$ cat config.mk
export PLATFORM = sky130hd
export DESIGN_NAME = traffic_light_fsm
export DESIGN_NICKNAME = d
export VERILOG_FILES = /design/src/rtl/traffic_pkg.sv /design/src/rtl/tick_edge_detect.sv /design/src/rtl/traffic_light_fsm.sv
export SDC_FILE = /design/constraint.sdc
export NUM_CORES = 1
export LEC_CHECK = 0
export CORE_MARGIN = 1
export CORE_UTILIZATION = 55
export DETAILED_ROUTE_END_ITERATION = 8
export HOLD_SLACK_MARGIN = 0.05
export PLACE_DENSITY = 0.85
export SYNTH_ARGS = -nofsm -noshare
export SYNTH_HDL_FRONTEND = slang
export SYNTH_SLANG_ARGS = --single-unit
$ cat constraint.sdc
create_clock -name clk_100MHz -period 2.4 [get_ports clk_100MHz]
set_input_delay 0.36 -clock clk_100MHz [delete_from_list [all_inputs] [get_ports clk_100MHz]]
set_output_delay 0.36 -clock clk_100MHz [all_outputs]
set_load 0.03 [all_outputs]
$ cat src/rtl/traffic_pkg.sv
// Shared definitions for the intersection controller: state encoding,
// lamp patterns and the timing-parameter range check.
package traffic_pkg;

  // Three-bit state code; 3'd7 is the only unused (illegal) code.
  typedef enum logic [2:0] {
    NS_GREEN  = 3'd0,
    NS_YELLOW = 3'd1,
    ALLRED_1  = 3'd2,
    EW_GREEN  = 3'd3,
    EW_YELLOW = 3'd4,
    ALLRED_2  = 3'd5,
    PED_WALK  = 3'd6
  } state_e;

  // Lamp patterns, ordered {red, yellow, green}.
  localparam logic [2:0] RED = 3'b100;
  localparam logic [2:0] YEL = 3'b010;
  localparam logic [2:0] GRN = 3'b001;

  // A duration must fit the 16-bit tick counter and be at least one tick.
  function automatic bit t_ok(input int t);
    return (t >= 1) && (t <= 65535);
  endfunction

endpackage

$ cat src/rtl/tick_edge_detect.sv
// Turns the 1 kHz square wave into a single-cycle tick on each rising edge.
module tick_edge_detect (
  input  logic clk_100MHz,
  input  logic rst_n,
  input  logic level_in,
  output logic tick_out
);

  logic level_d;

  // Delayed copy of the level; resets high so an input that is already high
  // when reset lifts is not mistaken for a rising edge.
  // NOTE: sequential state uses non-blocking (<=) so every flop samples the
  // pre-edge values, independent of process evaluation order.
  always_ff @(posedge clk_100MHz or negedge rst_n) begin
    if (!rst_n) level_d <= 1'b1;
    else        level_d <= level_in;
  end

  assign tick_out = level_in & ~level_d;

endmodule

$ cat src/rtl/traffic_light_fsm.sv
// Two-road traffic light controller with pedestrian walk phase.
// Every state lasts an exact number of 1 ms ticks; a pedestrian request is
// served during the all-red gap following it, then the cycle resumes.
module traffic_light_fsm
  import traffic_pkg::*;
#(
  parameter int T_GREEN  = 5000,
  parameter int T_YELLOW = 2000,
  parameter int T_ALLRED = 1000,
  parameter int T_WALK   = 4000
) (
  input  logic       clk_100MHz,
  input  logic       rst_n,
  input  logic       clk_1KHz,
  input  logic       ped_req,
  output logic [2:0] ns_light,
  output logic [2:0] ew_light,
  output logic       walk,
  output logic [2:0] state_o
);

  if (!t_ok(T_GREEN) || !t_ok(T_YELLOW) || !t_ok(T_ALLRED) || !t_ok(T_WALK)) begin : g_bad_timing
    $error("traffic_light_fsm: every duration parameter must be in 1..65535");
  end

  localparam logic [15:0] LAST_GREEN  = 16'(T_GREEN  - 1);
  localparam logic [15:0] LAST_YELLOW = 16'(T_YELLOW - 1);
  localparam logic [15:0] LAST_ALLRED = 16'(T_ALLRED - 1);
  localparam logic [15:0] LAST_WALK   = 16'(T_WALK   - 1);

  state_e      state_q, state_d;
  logic [15:0] tick_cnt;
  logic [15:0] last_cnt;
  logic        tick;
  logic        at_end;
  logic        ped_pending;
  logic        ret_ew;        // 1: walk returns to EW_GREEN, 0: to NS_GREEN
  logic        entering_walk;

  tick_edge_detect u_tick (
    .clk_100MHz (clk_100MHz),
    .rst_n      (rst_n),
    .level_in   (clk_1KHz),
    .tick_out   (tick)
  );

  // Final counter value of the current state.
  // NOTE: every variable written in always_comb gets a default first, so no
  // path through the case can leave it unassigned and infer a latch.
  always_comb begin
    last_cnt = 16'd0;
    case (state_q)
      NS_GREEN,  EW_GREEN:  last_cnt = LAST_GREEN;
      NS_YELLOW, EW_YELLOW: last_cnt = LAST_YELLOW;
      ALLRED_1,  ALLRED_2:  last_cnt = LAST_ALLRED;
      PED_WALK:             last_cnt = LAST_WALK;
      default:              last_cnt = 16'd0;
    endcase
  end

  assign at_end = tick && (tick_cnt == last_cnt);

  // Next-state logic; an illegal code falls back to the safe all-red state.
  always_comb begin
    state_d = state_q;
    case (state_q)
      NS_GREEN:  if (at_end) state_d = NS_YELLOW;
      NS_YELLOW: if (at_end) state_d = ALLRED_1;
      ALLRED_1:  if (at_end) state_d = ped_pending ? PED_WALK : EW_GREEN;
      EW_GREEN:  if (at_end) state_d = EW_YELLOW;
      EW_YELLOW: if (at_end) state_d = ALLRED_2;
      ALLRED_2:  if (at_end) state_d = ped_pending ? PED_WALK : NS_GREEN;
      PED_WALK:  if (at_end) state_d = ret_ew ? EW_GREEN : NS_GREEN;
      default:   state_d = ALLRED_2;
    endcase
  end

  assign entering_walk = (state_d == PED_WALK) && (state_q != PED_WALK);

  // State register and per-state tick counter.
  always_ff @(posedge clk_100MHz or negedge rst_n) begin
    if (!rst_n) begin
      state_q  <= ALLRED_2;
      tick_cnt <= 16'd0;
    end else begin
      state_q <= state_d;
      if (state_d != state_q) tick_cnt <= 16'd0;
      else if (tick)          tick_cnt <= tick_cnt + 16'd1;
    end
  end

  // Pedestrian latch and walk return direction; requests arriving while
  // entering or inside the walk phase are dropped.
  always_ff @(posedge clk_100MHz or negedge rst_n) begin
    if (!rst_n) begin
      ped_pending <= 1'b0;
      ret_ew      <= 1'b0;
    end else if (entering_walk) begin
      ped_pending <= 1'b0;
      ret_ew      <= (state_q == ALLRED_1);
    end else if (ped_req && (state_q != PED_WALK)) begin
      ped_pending <= 1'b1;
    end
  end

  // Lamp decode straight from the state register.
  always_comb begin
    ns_light = RED;
    ew_light = RED;
    walk     = 1'b0;
    case (state_q)
      NS_GREEN:  ns_light = GRN;
      NS_YELLOW: ns_light = YEL;
      EW_GREEN:  ew_light = GRN;
      EW_YELLOW: ew_light = YEL;
      PED_WALK:  walk     = 1'b1;
      default:   ;
    endcase
  end

  assign state_o = state_q;

endmodule

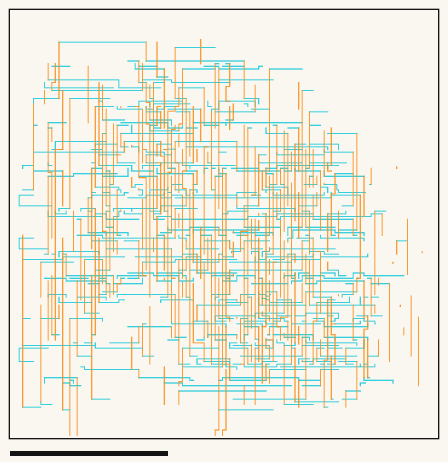
(run_1/layers.png)
Bar = 20 um. Only two layers are drawn.
[cyan] M1 | wire length: 1480 um
[orange] M2 | wire length: 1710 um
vias after detailed routing: 1359
average wire per cell in the routed design: 15.9 um

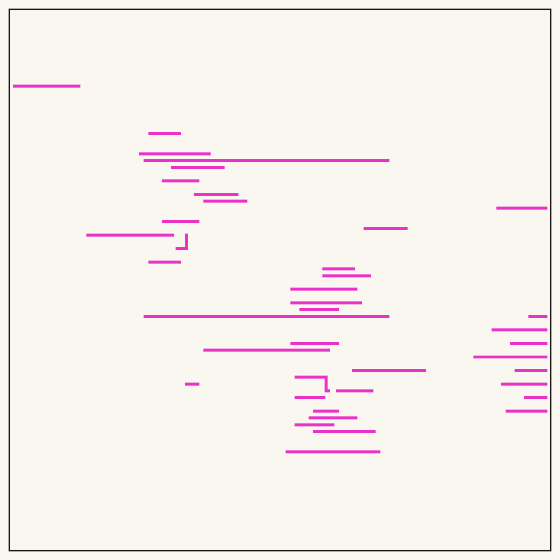
(run_1/m3.png)
longest straight run: 24.4 um
nets with wire on the layer: 34
wire length on this layer: 225 um
main direction: horizontal
share of all routed wire: 6.5%
wirelength, routed: 3480 um
met3 Track Usage GR: 0.0278

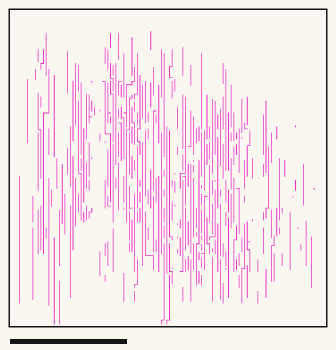
(run_1/m2.png)
Bar = 20 um.
wire length on this layer: 1710 um
share of all routed wire: 49%
nets with wire on the layer: 167

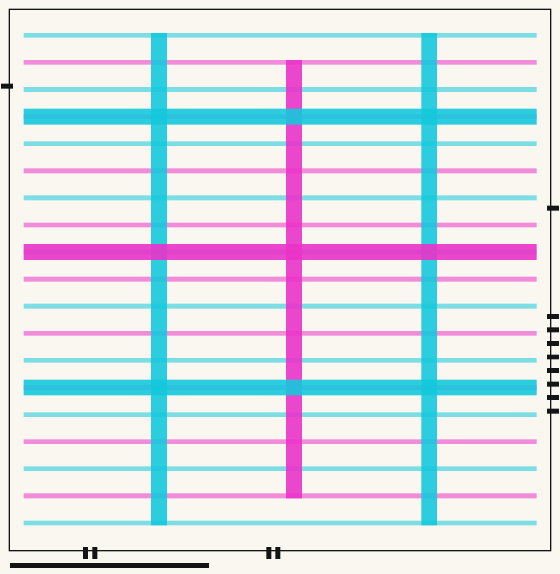
(run_1/floorplan.png)
Bar = 20 um. Pins as bars on the die edge.
[magenta] VDD
[cyan] VSS
signal pins: 14
met5 straps: 3
rows: 18

==> summary.txt, run 1 <==
Implementation numbers.

- The headroom to the max-slew limit is 0.693.
- The total setup violations reported at the end of the flow is 0.
- In this run the critical register-to-register path is captured at tick_cnt[0].
- The final report lists a non-filler cell total of about 220.
- The fraction of cell area in sequential cells is reported as 0.319.
- The Yosys warning count is 0.
- The total power density per cell area is roughly 490 nW/um^2.
- For this run, the leading register cell type out of synthesis is sky130_fd_sc_hd__dfrtp_1.
- The global routing report lists met1 layer usage as 0.346.
- The final layout net count is 195.
- Across all stage logs, warnings added up to 26.
- The number of primary I/O pins is 14.
- The register-to-register path setup slack is 0.13 ns.
- The combinational cell fraction of total power is 0.167.
- The worst register-to-register path has a depth of 8.
- The flow ran to the end, and the final reports show no timing, DRC or antenna violations.
- The sum of negative setup slack is 0 ns.
- Total power for the finished layout comes to 844 uW.
- The final timing report gives a worst setup slack of 0.0835 ns.
- The number of design-rule violations left by the first detailed-router iteration is ~50.
- The post-synth count of flops with an enable pin is 0.
- The number of slew-limit violations in the final report is 0.
- The area of the core is ~2500 sq um.
- The startpoint of the worst-slack reg-to-reg timing path is state_o[0].
- The final-layout non-clock buffer area share is 0.119.
- Data arrives at the worst endpoint at 1.96 ns.
- The most common logic cells in the final layout are sky130_fd_sc_hd__nor2_1 (27), sky130_fd_sc_hd__dfrtp_1 (19), sky130_fd_sc_hd__nand2_1 (13).
- Counting the clock-network buffers in the layout gives 4.
- CTS built an H-tree with a depth of 1.
- Overall routing resource usage recorded by global route was 0.269.
- The inverter count of the layout excluding clock inverters is 7.
- The first global-routing pass estimated between 5000 and 6000 um of wire.
- The via count of the first global-routing pass was 1271.
- The worst setup path is captured at a primary output.
- Counting distinct cell types in the post-synthesis netlist gives 48.
- The most frequent logic cell in the layout is sky130_fd_sc_hd__nor2_1.
- The layout summary lists the proportion of cells stronger than drive strength 1 as 0.132.
- The worst setup path is launched from a flip-flop.
- The height of the chip is 54.2 um.
==> run 1: cell families after synthesis <==
logic type                 share of synthesized area
and+or+nand+nor                                0.291
AOI/OAI and AO/OA                              0.164
DFF                                            0.369
buffers and inverters                         0.0601
xor gates and xnor gates                      0.0934
muxes                                         0.0133
adders and majority gates                    0.00834
==> run 1: worst max-delay path: stages (launching register included) <==
cell and delay, ns:
sky130_fd_sc_hd__dfrtp_1 0.54, sky130_fd_sc_hd__inv_1 0.24, sky130_fd_sc_hd__nand2_1 0.11, sky130_fd_sc_hd__nor2_1 0.10, sky130_fd_sc_hd__clkdlybuf4s50_1 0.67
==> run 1: what timing repair did <==
action | in CTS | in global routing
endpoints found under the setup margin | 3 | 3
buffers inserted | 0 | 2
resized | 3 | 1
==> run_1/clock_nets.png <==
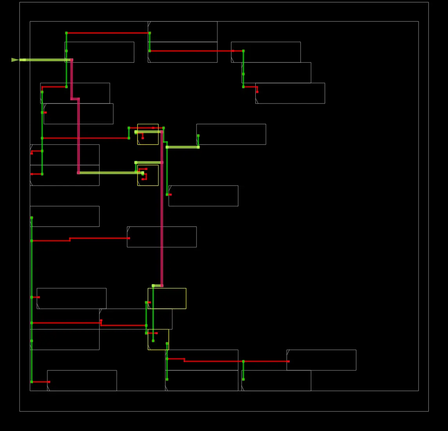

==> run 1 -> run 2 <==
--- a/config.mk
+++ b/config.mk
@@ -6,10 +6,11 @@
 export NUM_CORES = 1
 export LEC_CHECK = 0
 export CORE_MARGIN = 1
-export CORE_UTILIZATION = 55
+export CORE_UTILIZATION = 45
 export DETAILED_ROUTE_END_ITERATION = 8
 export HOLD_SLACK_MARGIN = 0.05
-export PLACE_DENSITY = 0.85
+export PLACE_DENSITY = 0.73
 export SYNTH_ARGS = -nofsm -noshare
 export SYNTH_HDL_FRONTEND = slang
 export SYNTH_SLANG_ARGS = --single-unit
+export TNS_END_PERCENT = 1
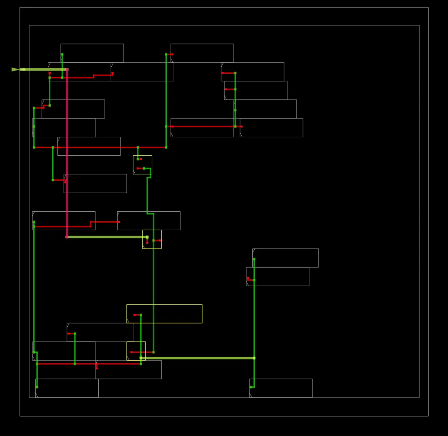
(run_2/clock_nets.png)
clock buffer count: 3
Seq cells: 22

==> summary.txt, run 2 <==
Implementation numbers.

- The top cell family by delay on the critical path is buffers and inverters (unchanged).
- The headroom to the max-slew limit is 0.667 (was 0.693).
- The share of cells above drive strength 1 was 0.128 (was 0.132).
- The count of library flops with an enable pin is 0 (unchanged).
- The unique cell type count in the Yosys netlist is 48 (unchanged).
- The number of levels in the clock H-tree came to 1 (unchanged).
- The sum of negative setup slack was 0 ns (unchanged).
- The detail-routed net length per standard cell is 15.0 um (was 15.9 um).
- The Yosys warning count was 0 (unchanged).
- The register-to-register path setup slack was 0.17 ns (was 0.13 ns).
- The final layout net count came to 193 (was 195).
- The via count of the first global-routing pass is 1248 (was 1271).
- The total setup violations reported at the end of the flow is 0 (unchanged).
- The post-CTS resize count is 3 (unchanged).
- The number of design-rule violations left by the first detailed-router iteration is 64 (was 50).
- The final total power came to 919 uW (was 844 uW).
- The startpoint of the worst-slack reg-to-reg timing path is state_o[2] (was state_o[0]).
- The capture instance of the worst register-to-register path was tick_cnt[9] (was tick_cnt[0]).
- The number of primary I/O pins is 14 (unchanged).
- The most frequent logic cell in the layout is sky130_fd_sc_hd__nor2_1 (unchanged).
- Chain of cells forming the critical path: inv_1 -> nand2_1 -> nor2_1 -> clkdlybuf4s50_1 (unchanged).
- The proportion of register bits with asynchronous set or reset after synthesis came to 1.00 (unchanged).
- The minimum setup slack in the final design is 0.102 ns (was 0.0835 ns).
- The dominant synthesized flop cell is sky130_fd_sc_hd__dfrtp_1 (unchanged).
- The end point of the critical path was ns_light[0] (unchanged).
- The count of buffers added by post-CTS timing repair for setup is 0 (unchanged).
- The final number of hold-violating endpoints came to 0 (unchanged).
- The wire length after detailed routing was 3470 um (was 3480 um).
- Top library cells by usage in the layout, fill and taps aside: sky130_fd_sc_hd__nor2_1 (27), sky130_fd_sc_hd__dfrtp_1 (19), sky130_fd_sc_hd__nand2_1 (13) (unchanged).
- The peak per-stage delay on the critical path is 0.72 ns (was 0.67 ns).
- The tally of non-filler cells in the final layout is 231 (was 219).
- The warning total across the stage logs is 27 (was 26).
- The via count of the routed design is 1300 (was 1359).
- The synthesis area per yosys is 1500 sq um (unchanged).
- The final hold slack is 0.378 ns (was 0.381 ns).
- The total power density per cell area is 526 nW/um^2 (was 486 nW/um^2).
- The global-route wire length before repair is 5700 um (was 5710 um).
- The critical path startpoint category is a flip-flop (unchanged).
- The number of slew-limit violations in the final report is 0 (unchanged).
- The number of standard-cell rows in the floorplan came to 20 (was 18).
- The data arrival time of the critical path is 1.94 ns (was 1.96 ns).
- The worst reg2reg path depth is 7 (was 8).
- The critical-path cell with the highest stage delay is sky130_fd_sc_hd__dfstp_2 (was sky130_fd_sc_hd__clkdlybuf4s50_1).
- The final design area excluding fillers is 1750 sq um (was 1740 sq um).
- The area of the core is 3100 sq um (was 2520 sq um).
- Outcome: finished, final reports clean (unchanged).
- The type of destination of the critical path is a primary output (unchanged).
[run 2: area by class of cell]
class,instances,area [sq um]
clock inverter,1,30.0
sequential,22,554
inverter,7,26.3
fill,296,1360
timing repair buffer,20,199
tap,44,55.1
multi-input combinational,134,861
clock buffer,3,22.5
[run 2: logic make-up after synthesis]
kind of cell,share of synthesized area
XOR/XNOR,0.0934
buffers and inverters,0.0601
flip-flops,0.369
AND-OR/OR-AND,0.164
multiplexers,0.0133
adder cells (fa/ha/maj),0.00834
AND/OR/NAND/NOR,0.291
[run 2: power by group]
group / switching [mW] / internal (mW)
Clock: 0.115 / 0.169
Sequential: 0.0816 / 0.419
Combinational: 0.0623 / 0.0720
[run 2: layer usage]
layer	GRT usage	part of all wire
met1	0.301	0.47
met4	0.110	0.020
met5	0	0
met3	0.0130	0.039
met2	0.341	0.47
Power and IR drop assume default switching activity.
